===== src/rtl/imm_extend_pipe.sv =====
// Immediate extender feeding a 2-entry in-order output buffer.
// Decodes the immediate in the accept cycle and presents it one cycle later; there is no bypass.
module imm_extend_pipe #(
  parameter int DATA_W  = 64,
  parameter int BR_SHL2 = 0
) (
  input  logic              CLK,
  input  logic              resetl,
  input  logic              in_valid,
  output logic              in_ready,
  input  logic [25:0]       in_instr,
  input  logic [2:0]        in_ctrl,
  input  logic [DATA_W-1:0] in_keep,
  output logic              out_valid,
  input  logic              out_ready,
  output logic [DATA_W-1:0] out_imm,
  output logic              out_err,
  output logic              err_sticky,
  input  logic              err_clr
);

  // Handshake: an item moves on a rising edge only when its valid and ready are both 1;
  // valid never waits on ready, and a held head keeps out_imm/out_err stable until taken.

  logic [63:0]       keep_w;
  logic [63:0]       movz_w;
  logic [63:0]       mask_w;
  logic [63:0]       ext_w;
  logic [1:0]        hw;
  logic              illegal;
  logic [DATA_W-1:0] new_imm;
  logic              new_err;

  always_comb begin
    keep_w  = 64'(in_keep);
    hw      = in_instr[22:21];
    movz_w  = 64'(in_instr[20:5]) << {hw, 4'b0000};
    mask_w  = 64'h0000_0000_0000_FFFF << {hw, 4'b0000};
    ext_w   = '0;
    illegal = 1'b0;
    case (in_ctrl)
      3'b000:  ext_w = 64'(in_instr[21:10]);
      3'b001:  ext_w = {{55{in_instr[20]}}, in_instr[20:12]};
      3'b010:  ext_w = {{38{in_instr[25]}}, in_instr[25:0]};
      3'b011:  ext_w = {{45{in_instr[23]}}, in_instr[23:5]};
      3'b100:  ext_w = movz_w;
      3'b101:  ext_w = (keep_w & ~mask_w) | movz_w;
      3'b110:  ext_w = ~movz_w;
      default: illegal = 1'b1;
    endcase
    if (BR_SHL2 != 0 && (in_ctrl == 3'b010 || in_ctrl == 3'b011)) begin
      ext_w = ext_w << 2;
    end
    // A 32-bit result has no halfwords 2 and 3 to move into.
    if (DATA_W == 32 && in_ctrl[2] && in_ctrl != 3'b111 && hw[1]) begin
      illegal = 1'b1;
    end
    if (illegal) begin
      ext_w = '0;
    end
  end

  assign new_imm = ext_w[DATA_W-1:0];
  assign new_err = illegal;

  logic [1:0]        cnt_q,    cnt_d;
  logic [DATA_W-1:0] imm0_q,   imm0_d;
  logic [DATA_W-1:0] imm1_q,   imm1_d;
  logic              err0_q,   err0_d;
  logic              err1_q,   err1_d;
  logic              sticky_q, sticky_d;
  logic              push;
  logic              pop;

  assign in_ready   = resetl & (cnt_q < 2'd2);
  assign out_valid  = (cnt_q != 2'd0);
  assign push       = in_valid & in_ready;
  assign pop        = out_valid & out_ready;
  assign out_imm    = out_valid ? imm0_q : '0;
  assign out_err    = out_valid & err0_q;
  assign err_sticky = sticky_q;

  // Slot 0 is always the head; slot 1 only ever holds the second-oldest item.
  always_comb begin
    cnt_d  = cnt_q;
    imm0_d = imm0_q;
    imm1_d = imm1_q;
    err0_d = err0_q;
    err1_d = err1_q;
    case ({push, pop})
      2'b10: begin
        cnt_d = cnt_q + 2'd1;
        if (cnt_q == 2'd0) begin
          imm0_d = new_imm;
          err0_d = new_err;
        end else begin
          imm1_d = new_imm;
          err1_d = new_err;
        end
      end
      2'b01: begin
        cnt_d  = cnt_q - 2'd1;
        imm0_d = imm1_q;
        err0_d = err1_q;
      end
      2'b11: begin
        if (cnt_q == 2'd1) begin
          imm0_d = new_imm;
          err0_d = new_err;
        end else begin
          imm0_d = imm1_q;
          err0_d = err1_q;
          imm1_d = new_imm;
          err1_d = new_err;
        end
      end
      default: ;
    endcase
    sticky_d = sticky_q;
    if (err_clr) begin
      sticky_d = 1'b0;
    end
    if (push && new_err) begin
      sticky_d = 1'b1;
    end
  end

  always_ff @(posedge CLK or negedge resetl) begin
    if (!resetl) begin
      cnt_q    <= 2'd0;
      imm0_q   <= '0;
      imm1_q   <= '0;
      err0_q   <= 1'b0;
      err1_q   <= 1'b0;
      sticky_q <= 1'b0;
    end else begin
      cnt_q    <= cnt_d;
      imm0_q   <= imm0_d;
      imm1_q   <= imm1_d;
      err0_q   <= err0_d;
      err1_q   <= err1_d;
      sticky_q <= sticky_d;
    end
  end

endmodule


===== config.mk =====
export PLATFORM = sky130hd
export DESIGN_NAME = imm_extend_pipe
export DESIGN_NICKNAME = d
export VERILOG_FILES = /design/src/rtl/imm_extend_pipe.sv
export SDC_FILE = /design/constraint.sdc
export NUM_CORES = 1
export LEC_CHECK = 0
export CAP_MARGIN = 20
export CORE_ASPECT_RATIO = 1.75
export CORE_MARGIN = 8
export CORE_UTILIZATION = 50
export CTS_BUF_LIST = sky130_fd_sc_hd__clkbuf_8
export DETAILED_ROUTE_END_ITERATION = 8
export GPL_ROUTABILITY_DRIVEN = 0
export PLACE_DENSITY = 0.83
export SLEW_MARGIN = 20
export SYNTH_ARGS = -nofsm -noshare
export SYNTH_HDL_FRONTEND = slang
export SYNTH_SLANG_ARGS = --single-unit

===== constraint.sdc =====
create_clock -name CLK -period 3.4 [get_ports CLK]
set_input_delay 0.68 -clock CLK [delete_from_list [all_inputs] [get_ports CLK]]
set_output_delay 0.68 -clock CLK [all_outputs]
set_load 0.02 [all_outputs]

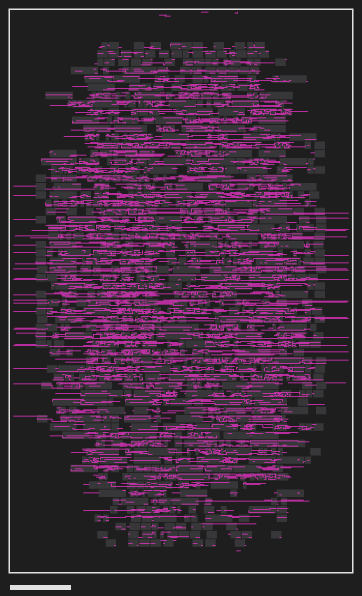
Fig. 1. The metal 1 layer.
Bar = 20 um.
longest straight run: 37.3 um
share of all routed wire: 35%

==> Changelog: implementation <==
### Implementation results

- Tool warnings: 29
- Cell Area, Synth: about 8100 sq um
- Mapped Cells: 937
- Crit Path Class: flip-flop to output port
- Min cycle time layout: about 3.2 ns
- Met1 Usage GRT: 0.313
- Post-route ant nets: 0
- Overflow after GRT: 0
- Setup bufs post-CTS: 0
- Worst Path Arrival: 2.55 ns
- Syn_area_per_cell: just under 9 sq um
- Number of buffers added on ports: 165
- Cell Chain, Critical Path: inv_1 > ha_4 > buf_4 > nor2b_1 > clkdlybuf4s50_1
- Post-Syn Nets: 1040
- CTS root buffer: clkbuf_8
- Met2 WL: between 10000 and 15000 um
- H-Tree Depth: 4
- Share of cells above drive strength 1: 0.0913
- Endpoint class of the critical path: output port
- First-pass GRT wire length: 44000 um
- Max Root-Sink Buffers: 2
- Die Ht: roughly 180 um
- DR WL met3: 2750 um
- Tot GR Track Use: 0.270
- Seq cells post-synth: around 130
- Number of hold buffers added after cts: 0
- Yosys top cell by area: dfrtp_1
- Synth warn: 0
- WL met1: 10200 um
- Area delta synth->final: 27.1%
- 1st-iter DRT viols: 832
- FMAX: roughly 310 MHz
- Post-DR vias/cell: 6.62
- Worst clock skew: 0.00964 ns
- Met2 Track Usage GR: 0.435
- Final Hold Vio Count: 0
- DR vias: ~8300
- PwrDens: 787 nW/um^2
- Routed wire length per instance: 22.9 um
- Synth Flop Type: dfrtp_1
- HP Class: primary input to asynchronous set/reset pin
- Highest routed layer: met4
- Final Max Slew Viols: 0
- First-pass DRT Iterations: 5
- Residual DRC count: 0
- Yosys cell types: a little under 60
- LEAKAGE: between 0.004 and 0.005 uW
- Slowest cell on crit path: clkdlybuf4s50_1
- Vias in the first global route: 8133
- Top cells by count, synth: a21oi_1 (133), dfrtp_1 (133), nor2_1 (81)
- Fin nets: about 1200
- I/O pin cnt: between 150 and 200
- Fin cells: 1252
- Startpoint types: flip-flop
- GRT busiest layer: met2
- Switching share of power: 0.399
- CP peak stage delay: 0.68 ns
- Rows: 61
- Max-cap violation count: 0
- Met3 Use GR: 0.0600
- P_int: 4870 uW
- Share of synthesized registers carrying an async set or reset: 1.00
- Comb power frac: 0.476
- Status: finished clean
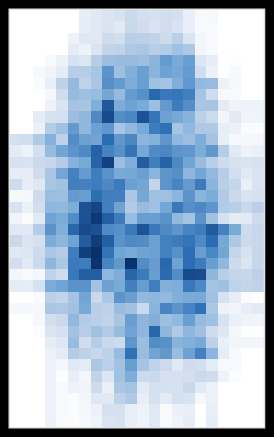
Fig. 2. Signal metal coverage by tile.
The die is cut into 22 by 37 equal tiles; white is low, dark blue is high, scaled to the fullest tile. Values are wire area over tile area, all layers added.
emptiest ninth of the die: lower left
tiles over half the peak: 25%
nearly empty tiles: 16%
densest ninth of the die: center

-- sequential cells by signal, indices dropped and copies added (netlist names) --
signal,flops
cnt_q,2
imm0_q,64
err_sticky,1
err1_q,1
imm1_q,64
err0_q,1
-- cell type report --
cell class	instances	area [sq um]
Clock buffer	18	248
Timing Repair Buffer	198	1940
Tap cell	189	236
Clock inverter	13	196
Sequential cell	133	3330
Inverter	9	33.8
Fill cell	1334	5570
Multi-Input combinational cell	691	4320
Antenna cell	1	2.50
-- worst paths after layout --
kind                       slack [ns]                    from                     end  depth (start not counted)
max in group asynchronous        1.54                  resetl  imm1_q[14]$_DFFE_PN0P_                          3
min in group CLK                 0.51  imm1_q[20]$_DFFE_PN0P_  imm0_q[20]$_DFFE_PN0P_                          2
max                              0.17    cnt_q[1]$_DFFE_PN0P_             out_imm[27]                          5
max reg2reg                      0.73    cnt_q[1]$_DFFE_PN0P_  imm0_q[61]$_DFFE_PN0P_                         12
min reg2reg                      0.51  imm1_q[20]$_DFFE_PN0P_  imm0_q[20]$_DFFE_PN0P_                          2
min                              0.39                  resetl  err_sticky$_DFFE_PN0P_                          2
-- power by group through the flow --
stage / clock, uW / sequential, uW / combinational, uW
6_report: 1510 / 2740 / 3860
5_1_grt: 1580 / 2810 / 4170
4_1_cts: 1520 / 2740 / 3870
3_5_place_dp: 0 / 2760 / 3830
3_3_place_gp: 0 / 2730 / 3740
2_1_floorplan: 0 / 2620 / 2420
-- layout by cell type (no fill, tap or decap), types with 9 or more instances in the layout --
| master | netlist | final |
|---|---|---|
| nor3b_1 | 12 | 11 |
| dfrtp_1 | 133 | 133 |
| a22oi_1 | 37 | 37 |
| o21ai_0 | 46 | 46 |
| nand2_1 | 70 | 70 |
| nor2_1 | 81 | 80 |
| nand3_1 | 9 | 9 |
| buf_4 | 2 | 30 |
| a22o_1 | 21 | 21 |
| clkbuf_8 | 0 | 18 |
| mux2i_1 | 25 | 25 |
| clkdlybuf4s50_1 | 0 | 163 |
| a222oi_1 | 38 | 38 |
| nor2b_1 | 75 | 71 |
| nand2b_1 | 9 | 9 |
| o21ai_1 | 34 | 34 |
| a21oi_1 | 133 | 132 |
-- critical path, delay by kind of cell (launching register included) --
kind                       cells  cell delay (ns)
adders and majority gates      1             0.27
and+or+nand+nor                1             0.37
buffers and inverters          3             1.07
DFF                            1             0.38
-- metrics by stage --
step | cell area, sq um | hold slack [ns] | util | total power [uW] | worst slack [ns]
final | 10300 | 0.389 | 0.649 | 8110 | 0.169
after CTS | 10300 | 0.411 | 0.648 | 8130 | 0.183
after global routing | 10300 | 0.452 | 0.649 | 8570 | 0.0999
after floorplan | 8110 | 0.384 | - | 5030 | 0.884
after detailed placement | 9840 | 0.492 | 0.620 | 6600 | 0.389
after global placement | 9840 | 0.483 | 0.620 | 6470 | 0.423
-- cells by family (layout without fill, tap and decap cells) --
group	after synthesis	count (layout)	share of synthesized area
AOI/OAI and AO/OA	371	371	0.300
xor gates and xnor gates	2	2	0.00216
DFF	133	133	0.410
and+or+nand+nor	279	279	0.172
buffers and inverters	113	238	0.0640
other	0	1	0
muxes	34	34	0.0438
adders and majority gates	5	5	0.00772
Power is estimated from default activity; no workload was simulated.
